[config.mk]
export PLATFORM = sky130hd
export DESIGN_NAME = operand_entry_fsm
export DESIGN_NICKNAME = d
export VERILOG_FILES = /design/src/rtl/fpu_ui_pkg.sv /design/src/rtl/operand_entry_fsm_key_debounce.sv /design/src/rtl/operand_entry_fsm.sv
export SDC_FILE = /design/constraint.sdc
export NUM_CORES = 1
export LEC_CHECK = 0
export CELL_PAD_IN_SITES_DETAIL_PLACEMENT = 1
export CELL_PAD_IN_SITES_GLOBAL_PLACEMENT = 1
export CORE_ASPECT_RATIO = 1.75
export CORE_MARGIN = 4
export CORE_UTILIZATION = 36
export CTS_CLUSTER_SIZE = 25
export DETAILED_ROUTE_END_ITERATION = 8
export GPL_ROUTABILITY_DRIVEN = 0
export PLACE_DENSITY_LB_ADDON = 0.3
export SLEW_MARGIN = 15
export SYNTH_ARGS = -nofsm -noshare
export SYNTH_HDL_FRONTEND = slang
export SYNTH_SLANG_ARGS = --single-unit
[constraint.sdc]
create_clock -name clk -period 2.4 [get_ports clk]
set_input_delay 0.36 -clock clk [delete_from_list [all_inputs] [get_ports clk]]
set_output_delay 0.36 -clock clk [all_outputs]
set_load 0.01 [all_outputs]
[src/rtl/fpu_ui_pkg.sv]
// Shared types and constants for the FP ALU demo front-end (state encoding,
// opcodes, timeout result pattern).
package fpu_ui_pkg;

  typedef enum logic [2:0] {
    ST_A_HI = 3'd0,
    ST_A_LO = 3'd1,
    ST_B_HI = 3'd2,
    ST_B_LO = 3'd3,
    ST_OP   = 3'd4,
    ST_WAIT = 3'd5,
    ST_SHOW = 3'd6
  } state_t;

  localparam logic [1:0] OP_ADD = 2'b00;
  localparam logic [1:0] OP_SUB = 2'b01;
  localparam logic [1:0] OP_MUL = 2'b10;
  localparam logic [1:0] OP_DIV = 2'b11;

  localparam logic [31:0] TIMEOUT_PATTERN = 32'hDEAD_DEAD;

endpackage

[src/rtl/operand_entry_fsm_key_debounce.sv]
// Push-button conditioning: 2-flop synchroniser, stability counter and a
// single-cycle press pulse on each accepted release-to-press transition.
module key_debounce #(
  parameter int unsigned DEBOUNCE_CYCLES = 1_000_000
) (
  input  logic clk,
  input  logic reset,
  input  logic key_n,
  output logic press
);

  localparam int unsigned CW = $clog2(DEBOUNCE_CYCLES + 1);

  logic          sync1;
  logic          sync2;
  logic          level;
  logic [CW-1:0] cnt;

  always_ff @(posedge clk) begin
    if (reset) begin
      sync1 <= 1'b1;
      sync2 <= 1'b1;
      level <= 1'b1;
      cnt   <= '0;
      press <= 1'b0;
    end else begin
      sync1 <= key_n;
      sync2 <= sync1;
      press <= 1'b0;
      // Any sample matching the accepted level restarts the stability window.
      if (sync2 == level) begin
        cnt <= '0;
      end else if (cnt == CW'(DEBOUNCE_CYCLES - 1)) begin
        level <= sync2;
        cnt   <= '0;
        press <= ~sync2;
      end else begin
        cnt <= cnt + 1'b1;
      end
    end
  end

endmodule

[src/rtl/operand_entry_fsm.sv]
// Operand entry sequencer for the FP ALU demo: collects A, B and opcode via
// NEXT presses, starts the ALU and shows the result. Option: ALU_TIMEOUT_EN.
module operand_entry_fsm
  import fpu_ui_pkg::*;
#(
  parameter int unsigned DEBOUNCE_CYCLES = 1_000_000,
  parameter int unsigned TIMEOUT_CYCLES  = 1024
) (
  input  logic        clk,
  input  logic        reset,
  input  logic        key_next_n,
  input  logic [15:0] sw,
  input  logic [31:0] alu_result,
  input  logic        alu_done,
  output logic [31:0] operand_a,
  output logic [31:0] operand_b,
  output logic [1:0]  alu_op,
  output logic        alu_start,
  output logic [31:0] disp_number,
  output logic [2:0]  state_code,
  output logic        err
);

  state_t      state;
  logic [31:0] result;
  logic        press;

  assign state_code = state;

  key_debounce #(
    .DEBOUNCE_CYCLES(DEBOUNCE_CYCLES)
  ) u_key (
    .clk  (clk),
    .reset(reset),
    .key_n(key_next_n),
    .press(press)
  );

`ifdef ALU_TIMEOUT_EN
  localparam int unsigned TW = $clog2(TIMEOUT_CYCLES + 1);
  logic [TW-1:0] tcnt;
`else
  logic unused_timeout;
  assign unused_timeout = |TIMEOUT_CYCLES;
  assign err = 1'b0;
`endif

  always_ff @(posedge clk) begin
    if (reset) begin
      state       <= ST_A_HI;
      operand_a   <= '0;
      operand_b   <= '0;
      alu_op      <= OP_ADD;
      result      <= '0;
      disp_number <= '0;
      alu_start   <= 1'b0;
`ifdef ALU_TIMEOUT_EN
      err         <= 1'b0;
      tcnt        <= '0;
`endif
    end else begin
      alu_start <= 1'b0;

      // Display echoes the half being edited, from the pre-edge register values.
      case (state)
        ST_A_HI: disp_number <= {sw, operand_a[15:0]};
        ST_A_LO: disp_number <= {operand_a[31:16], sw};
        ST_B_HI: disp_number <= {sw, operand_b[15:0]};
        ST_B_LO: disp_number <= {operand_b[31:16], sw};
        ST_OP:   disp_number <= {30'b0, sw[1:0]};
        ST_SHOW: disp_number <= result;
        default: ;
      endcase

      case (state)
        ST_A_HI: if (press) begin
          operand_a[31:16] <= sw;
          state            <= ST_A_LO;
        end
        ST_A_LO: if (press) begin
          operand_a[15:0] <= sw;
          state           <= ST_B_HI;
        end
        ST_B_HI: if (press) begin
          operand_b[31:16] <= sw;
          state            <= ST_B_LO;
        end
        ST_B_LO: if (press) begin
          operand_b[15:0] <= sw;
          state           <= ST_OP;
        end
        ST_OP: if (press) begin
          alu_op    <= sw[1:0];
          alu_start <= 1'b1;
          state     <= ST_WAIT;
`ifdef ALU_TIMEOUT_EN
          tcnt      <= '0;
`endif
        end
        ST_WAIT: begin
          if (alu_done) begin
            result <= alu_result;
            state  <= ST_SHOW;
          end
`ifdef ALU_TIMEOUT_EN
          else if (tcnt == TW'(TIMEOUT_CYCLES - 1)) begin
            result <= TIMEOUT_PATTERN;
            err    <= 1'b1;
            state  <= ST_SHOW;
          end else begin
            tcnt <= tcnt + 1'b1;
          end
`endif
        end
        ST_SHOW: if (press) begin
          state <= ST_A_HI;
`ifdef ALU_TIMEOUT_EN
          err   <= 1'b0;
`endif
        end
        default: state <= ST_A_HI;
      endcase
    end
  end

endmodule

Figure 1. Power grid (run 1).
Scale bar: 20 µm. Pins as bars on the die edge. Tap cells in grey.
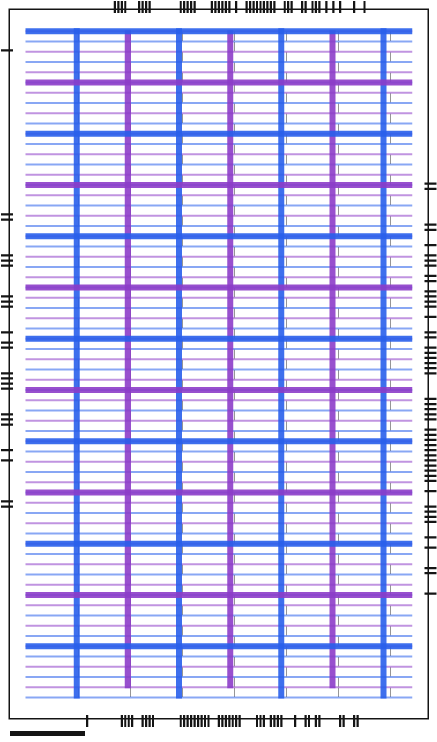
VDD: in purple. VSS: in blue.
7 straps on met4. 66 met1 rails follow the rows.
Die X-Extent: 111 µm
highest ir drop seen on vdd: 0.428 mV
overall die height: 188 µm

Figure 2. Placement by cell class (run 1).
Scale bar: 20 µm.
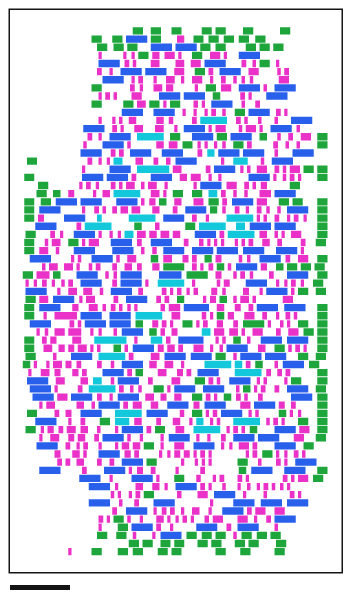
combinational and other logic: in magenta, cells 606, share of their area 37%. sequential cells: in blue, cells 158, share of their area 36%. remaining buffers and delay cells: in green, cells 181, share of their area 20%. clock drivers and dummy loads: in cyan, cells 32, share of their area 6.9%.
number of core rows: 65
Core Util, Final: 50.1%
area of the core: 0.0181 mm²
Final Cell Area: 0.00908 mm²
flip-flop and latch share of the layout cell area: 34.9%

Figure 3. Clock wires, drivers and flops (run 1).
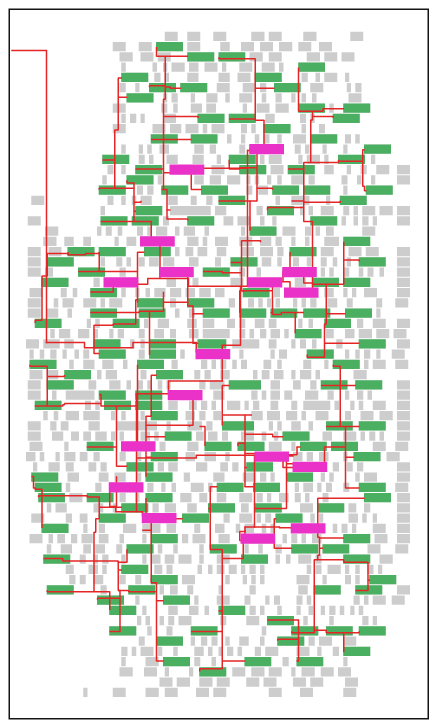
clock drivers: in magenta, count 17. flip-flops: in green, count 158. clock wires: in red, length 2040 µm.
Position of the flops: spread over the die.
Fin Clk Skew: 13.6 ps
clock group share of total power: 48.7%
Clock net power: 2.78 mW
clock latency reported for the late side of the worst-skew pair: 430 ps

Figure 4. Routed metal, one colour a layer (run 1).
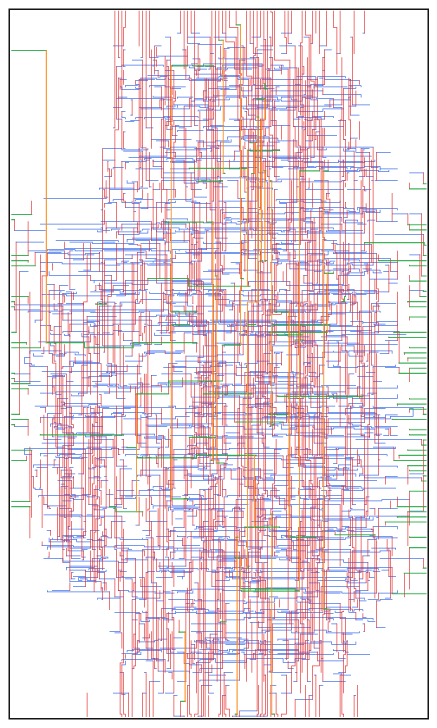
metal 2: in red, wire length 12500 µm. metal 1: in blue, wire length 9690 µm. metal 3: in green, wire length 767 µm. metal 4: in orange, wire length 1200 µm.
routed len/inst: 20.0 µm
Total Routed Length: 24200 µm
global router's overall resource usage: 22.9%

-- run 1: worst reg2reg max path, cell delays in order (launching register included) --
cell	delay, ps
sky130_fd_sc_hd__dfxtp_1	360
sky130_fd_sc_hd__or4b_2	690
sky130_fd_sc_hd__nor4_2	290
sky130_fd_sc_hd__a211o_2	450
sky130_fd_sc_hd__nor2_1	100
-- run 1: flip-flops by register name, summed over array words and instances, names as in the netlist --
register,count
result,32
u_key.sync2,1
operand_b,32
disp_number,32
u_key.level,1
operand_a,32
alu_start,1
alu_op,2
u_key.sync1,1
u_key.cnt,20
state_code,3
u_key.press,1
-- run 1: power by group --
part	switching, mW	internal (mW)	leakage [nW]
combinational	0.148	0.135	1.33
sequential	0.00951	2.64	1.28
clock	1.17	1.61	0.289
total	1.33	4.38	2.90
==> results.ini, run 1 <==
[global_routing]
grtUsageMet2_pct = 41.1
antenna_found_initial = 0
grt_pass1_vias = 6585
grt_first_pass_wirelength_um = 37500
gr-usage-met1_pct = 25.9

[critical_path]
cp_data_required_time_ps = 2040
critPathLaunch = state_code[1]
critical-path-slowest-cell = sky130_fd_sc_hd__clkdlybuf4s50_1
regToRegStartpoint = u_key.cnt[10]
worstPathBufferInverterCount = 2
cp.arrival_ps = 1840
timing.reg2reg.setup_slack_ps = 380
crit_path_class = register to primary output
timing.rr.end = u_key.cnt[3]
cp_cell_sequence = buf_12 > clkdlybuf4s50_1
crit_path_max_incr_delay_ps = 590
critical_path.max_fanout = 42
critical_path_depth = 2
cp_top_family = buffers and inverters

[layout]
regArea_mm2 = 0.00317
clock_buffers = 19
inverters = 6
comb.multi_input.count = 600
most-common-layout-cells = sky130_fd_sc_hd__nand2_1 (211), sky130_fd_sc_hd__dfxtp_1 (155), sky130_fd_sc_hd__clkdlybuf4s50_1 (152)
mi_logic_area_mm2 = 0.00321
non_clock_buffer_area_share_pct = 19.6
numSequentialCells = 158
comb_area_share_pct = 35.4
layout.non_clock_buffers = 181
nFillCells = 2199
num-nets-final = 1017
post_route_cells_drive_above_1_share_pct = 7.98
fin_cells = 1211
largestClassByArea = multi-input combinational cells

[placed_design]
postPlaceCellArea_mm2 = 0.00848
dpl.cell_count = 1179
io_buffers = 153

[synth]
syn_avg_cell_area_um2 = 8.02
netlist_top_cells_area = sky130_fd_sc_hd__dfxtp_1 (48%), sky130_fd_sc_hd__nand2_1 (12%), sky130_fd_sc_hd__a21oi_1 (10%), sky130_fd_sc_hd__mux2i_1 (5.3%), sky130_fd_sc_hd__nor2_1 (3.6%)
cell_count_listed_in_synth_stat_txt = 830
gate_count_after_technology_mapping = 830
mappedNetlistNets = 883
yosys.area_share.aoi_pct = 18.8
yosysSeqAreaShare_pct = 47.5
synthArstFlopShare_pct = 0
flop_cell = sky130_fd_sc_hd__dfxtp_1
yosys.area_share.simple_pct = 21.6
ys_sh_adder_pct = 0.188
post_synthesis_cell_area_mm2 = 0.00666
yosys.area_share.xor_xnor_pct = 1.84
synth_cell_type_count = 44
yosys.area.top_type_share_pct = 47.5

[detailed_routing]
detail_route.drc_violations = 0
routed-via-count = 6469
vias_per_cell = 5.34
top_layer = met4
m1WireLength_um = 9690
detailroute.wirelength.met2_um = 12500
ant_nets = 0

[timing]
fmax_mhz = 455
post-route-worst-setup-slack_ps = 205
fin_tns_setup_ps = 0
max_slew.worst_pin.slew_ps = 771

[cts]
holdBufCountCts = 0
clkSinkCount = 158
clk_path_buf_depth = 2
cts_max_level = 4
postCtsSetupRepairBufs = 0
tritoncts = done
number_of_clock_buffers_inserted_by_tritoncts = 17

[die]
full_die_area_mm2 = 0.0208
io_pins = 155

[status]
outcome = finished clean

[job]
timing.max_cap.violations = 0

[min_path]
hold_start = reset
hold_path_class = input port to register

[power]
power_per_standard_cell_area_mw_per_mm2 = 629
p_leak_nw = 2.90

==> run 2, diff against run 1 <==
- CORE_MARGIN: 4 -> 8
Figure 5. Congestion heat map (run 2).
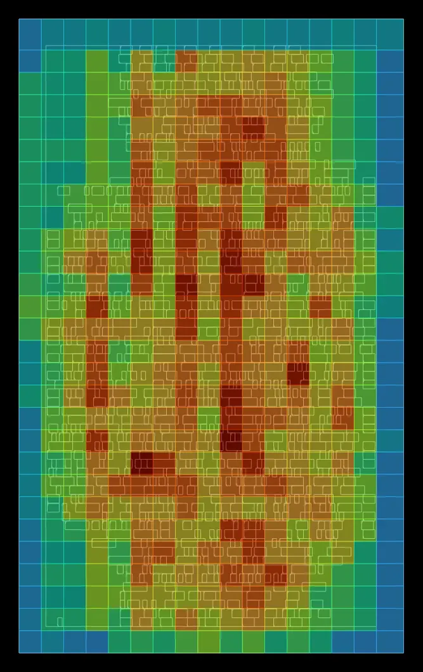
Core Util, Final: 48.9%
Most Used Layer, Global Route: met2
global router's overall resource usage: 20.5%
M2 GR Usage: 36.7%

==> results.ini, run 2 <==
[detailed_routing]
ant_nets = 0
detail_route.drc_violations = 0
detail_route.wirelength_um = 24100
routed-via-count = 6390
wire_per_inst_um = 20.0
top_layer = met4
vias_per_cell = 5.29

[power]
power.share.combinational_pct = 4.9
p_leak_nw = 2.83
clk-power_mw = 2.51
switching_share_pct = 24.2
p_seq_mw = 2.65
p_int_mw = 4.11
power_frac_seq_pct = 48.9

[layout]
post_route_cells_drive_above_1_share_pct = 7.22
comb_area_share_pct = 35.8
nFillCells = 2215
numSequentialCells = 158
non_clock_buffer_area_share_pct = 19.2
num-nets-final = 1010
inverters = 6
layout.non_clock_buffers = 174
regArea_mm2 = 0.00317
clock_buffers = 18

[critical_path]
timing.rr.end = operand_a[22]
crit_path_class = register to primary output
critical-path-slowest-cell = sky130_fd_sc_hd__clkdlybuf4s50_1
crit_path_max_incr_delay_ps = 610
cp_cell_sequence = buf_12 > clkdlybuf4s50_1
critPathLaunch = state_code[1]
cp_top_family = buffers and inverters

[min_path]
hold_start = reset

[synth]
post_synthesis_cell_area_mm2 = 0.00666
yosys.area.top_type_share_pct = 47.5
flop_cell = sky130_fd_sc_hd__dfxtp_1
syn_avg_cell_area_um2 = 8.02
yosys.area_share.xor_xnor_pct = 1.84
netlist_top_cells_area = sky130_fd_sc_hd__dfxtp_1 (48%), sky130_fd_sc_hd__nand2_1 (12%), sky130_fd_sc_hd__a21oi_1 (10%), sky130_fd_sc_hd__mux2i_1 (5.3%), sky130_fd_sc_hd__nor2_1 (3.6%)
mappedNetlistNets = 883
yosys.area_share.aoi_pct = 18.8
synthArstFlopShare_pct = 0
synth_cell_type_count = 44
yosys.area_share.simple_pct = 21.6
yosysSeqAreaShare_pct = 47.5
ys_sh_adder_pct = 0.188

[global_routing]
antenna_found_initial = 0
grt_pass1_vias = 6530
grt_first_pass_wirelength_um = 37600
gr-usage-met1_pct = 22.9

[timing]
fin_tns_setup_ps = 0
max_slew.worst_pin.slew_ps = 1170
final.setup_skew_ps = 14.9
fmax_mhz = 446

[cts]
postCtsSetupRepairBufs = 0
clock.latency.late_pin_ps = 420
number_of_clock_buffers_inserted_by_tritoncts = 17
tritoncts = done
holdBufCountCts = 0
clk_path_buf_depth = 2

[die]
core_area_mm2 = 0.0183
floorplan.die.width_um = 119
die_height_um = 196
io_pins = 155
number_of_core_rows = 66
full_die_area_mm2 = 0.0233

[placed_design]
io_buffers = 153

[status]
outcome = finished clean

[job]
timing.max_cap.violations = 0

-- run 2: cell count changes in the layout (fill, tap and decap cells not counted), moves of 2 or more --
cell                        delta
sky130_fd_sc_hd__bufinv_16     -2
sky130_fd_sc_hd__clkinv_4      +2
sky130_fd_sc_hd__buf_4         -7
sky130_fd_sc_hd__clkbuf_8      -2
-- run 2: metrics by stage --
stage               cell area [µm²]  cells  worst slack (ps)
global route                   8970   1208              93.8
global placement               8430   1176               492
floorplan                      6660    830               674
CTS                            8970   1208               127
finish                         8970   1208               157
detailed placement             8430   1176               393
-- run 2: cells by family (layout without fill, tap and decap cells) --
logic type,after synthesis,after routing
AND/OR/NAND/NOR,336,336
AND-OR/OR-AND,211,211
flip-flops,158,158
buffers and inverters,72,212
multiplexers,37,37
XOR/XNOR,14,14
adder cells (fa/ha/maj),1,1
other,1,1
==> run 3, diff against run 2 <==
- CORE_MARGIN: 8 -> 4
- HOLD_SLACK_MARGIN: not set -> 0.1
Figure 6. Routed metal, one colour a layer (run 3).
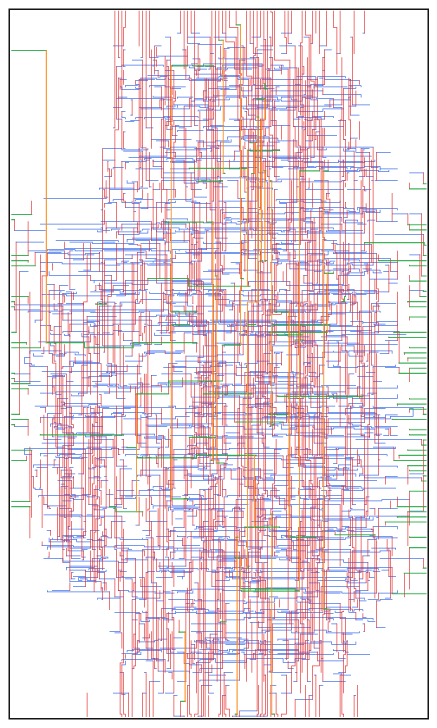
metal 2: in red, wire length 12500 µm. metal 3: in green, wire length 767 µm. metal 4: in orange, wire length 1200 µm. metal 1: in blue, wire length 9690 µm.
global router's overall resource usage: 22.9%
vias: 6469

==> results.ini, run 3 <==
[layout]
nFillCells = 2199
fin_cells = 1211
most-common-layout-cells = sky130_fd_sc_hd__nand2_1 (211), sky130_fd_sc_hd__dfxtp_1 (155), sky130_fd_sc_hd__clkdlybuf4s50_1 (152)
comb_area_share_pct = 35.4
comb.multi_input.count = 600
post_route_cells_drive_above_1_share_pct = 7.98
finalInstanceArea_mm2 = 0.00908
num-nets-final = 1017
clock_buffers = 19
layout.non_clock_buffers = 181
inverters = 6
largestClassByArea = multi-input combinational cells
numSequentialCells = 158
non_clock_buffer_area_share_pct = 19.6
final_util_pct = 50.1
mi_logic_area_mm2 = 0.00321
regArea_mm2 = 0.00317

[detailed_routing]
wire_per_inst_um = 20.0
iteration_0_drc_count_of_the_detailed_router = 309
detail_route.wirelength_um = 24200
ant_nets = 0
detail_route.drc_violations = 0
top_layer = met4
detailroute.wirelength.met2_um = 12500
m1WireLength_um = 9690

[status]
outcome = finished clean

[die]
floorplan.die.width_um = 111
full_die_area_mm2 = 0.0208
number_of_core_rows = 65
core_area_mm2 = 0.0181
io_pins = 155
die_height_um = 188

[synth]
ys_sh_adder_pct = 0.188
yosysSeqAreaShare_pct = 47.5
netlist_top_cells_area = sky130_fd_sc_hd__dfxtp_1 (48%), sky130_fd_sc_hd__nand2_1 (12%), sky130_fd_sc_hd__a21oi_1 (10%), sky130_fd_sc_hd__mux2i_1 (5.3%), sky130_fd_sc_hd__nor2_1 (3.6%)
synthArstFlopShare_pct = 0
mappedNetlistNets = 883
synthMuxAreaShare_pct = 5.60
flop_cell = sky130_fd_sc_hd__dfxtp_1
yosys.area_share.aoi_pct = 18.8
yosys.area_share.simple_pct = 21.6
synth_cell_type_count = 44
gate_count_after_technology_mapping = 830
syn_avg_cell_area_um2 = 8.02
yosys.area_share.xor_xnor_pct = 1.84
cell_count_listed_in_synth_stat_txt = 830
post_synthesis_cell_area_mm2 = 0.00666

[global_routing]
gr-usage-met1_pct = 25.9
grt_first_pass_wirelength_um = 37500
grt_pass1_vias = 6585
antenna_found_initial = 0
grtUsageMet2_pct = 41.1
global_route.peak_usage_layer = met2

[power]
peakVddDrop_mv = 0.428
power_per_standard_cell_area_mw_per_mm2 = 629
p_leak_nw = 2.90

[cts]
number_of_clock_buffers_inserted_by_tritoncts = 17
holdBufCountCts = 0
postCtsSetupRepairBufs = 0
clock.latency.late_pin_ps = 430
tritoncts = done
clkSinkCount = 158
cts_max_level = 4

[timing]
max_slew.worst_pin.slew_ps = 771
rsz_0062_raised_after_global_routing = no
post-route-worst-setup-slack_ps = 205
final_hold_viol_count = 0
fin_tns_setup_ps = 0
fmax_mhz = 455
final.setup_skew_ps = 13.6

[critical_path]
timing.rr.end = u_key.cnt[3]
timing.reg2reg.setup_slack_ps = 380
regToRegStartpoint = u_key.cnt[10]
crit_path_class = register to primary output
critPathLaunch = state_code[1]
cp.arrival_ps = 1840

[job]
stage_log_warnings = 26

[placed_design]
pre_cts_ws_ps = 442
hpwlAfterDp_um = 17600
postPlaceCellArea_mm2 = 0.00848

[min_path]
hold_path_class = input port to register

run 3: cell counts after synthesis:
No cell type changed its count.
run 3: worst max-delay path: stages (launching register included):
cell and delay (ps):
sky130_fd_sc_hd__dfxtp_4 520, sky130_fd_sc_hd__buf_12 300, sky130_fd_sc_hd__clkdlybuf4s50_1 590
run 3: report_power, final:
group / total, mW / internal [mW] / switching, mW / leakage, nW
registers: 2.65 / 2.64 / 0.00951 / 1.28
clock network: 2.78 / 1.61 / 1.17 / 0.289
logic: 0.283 / 0.135 / 0.148 / 1.33
No activity file was given, so power comes from the tool's default toggle rates.
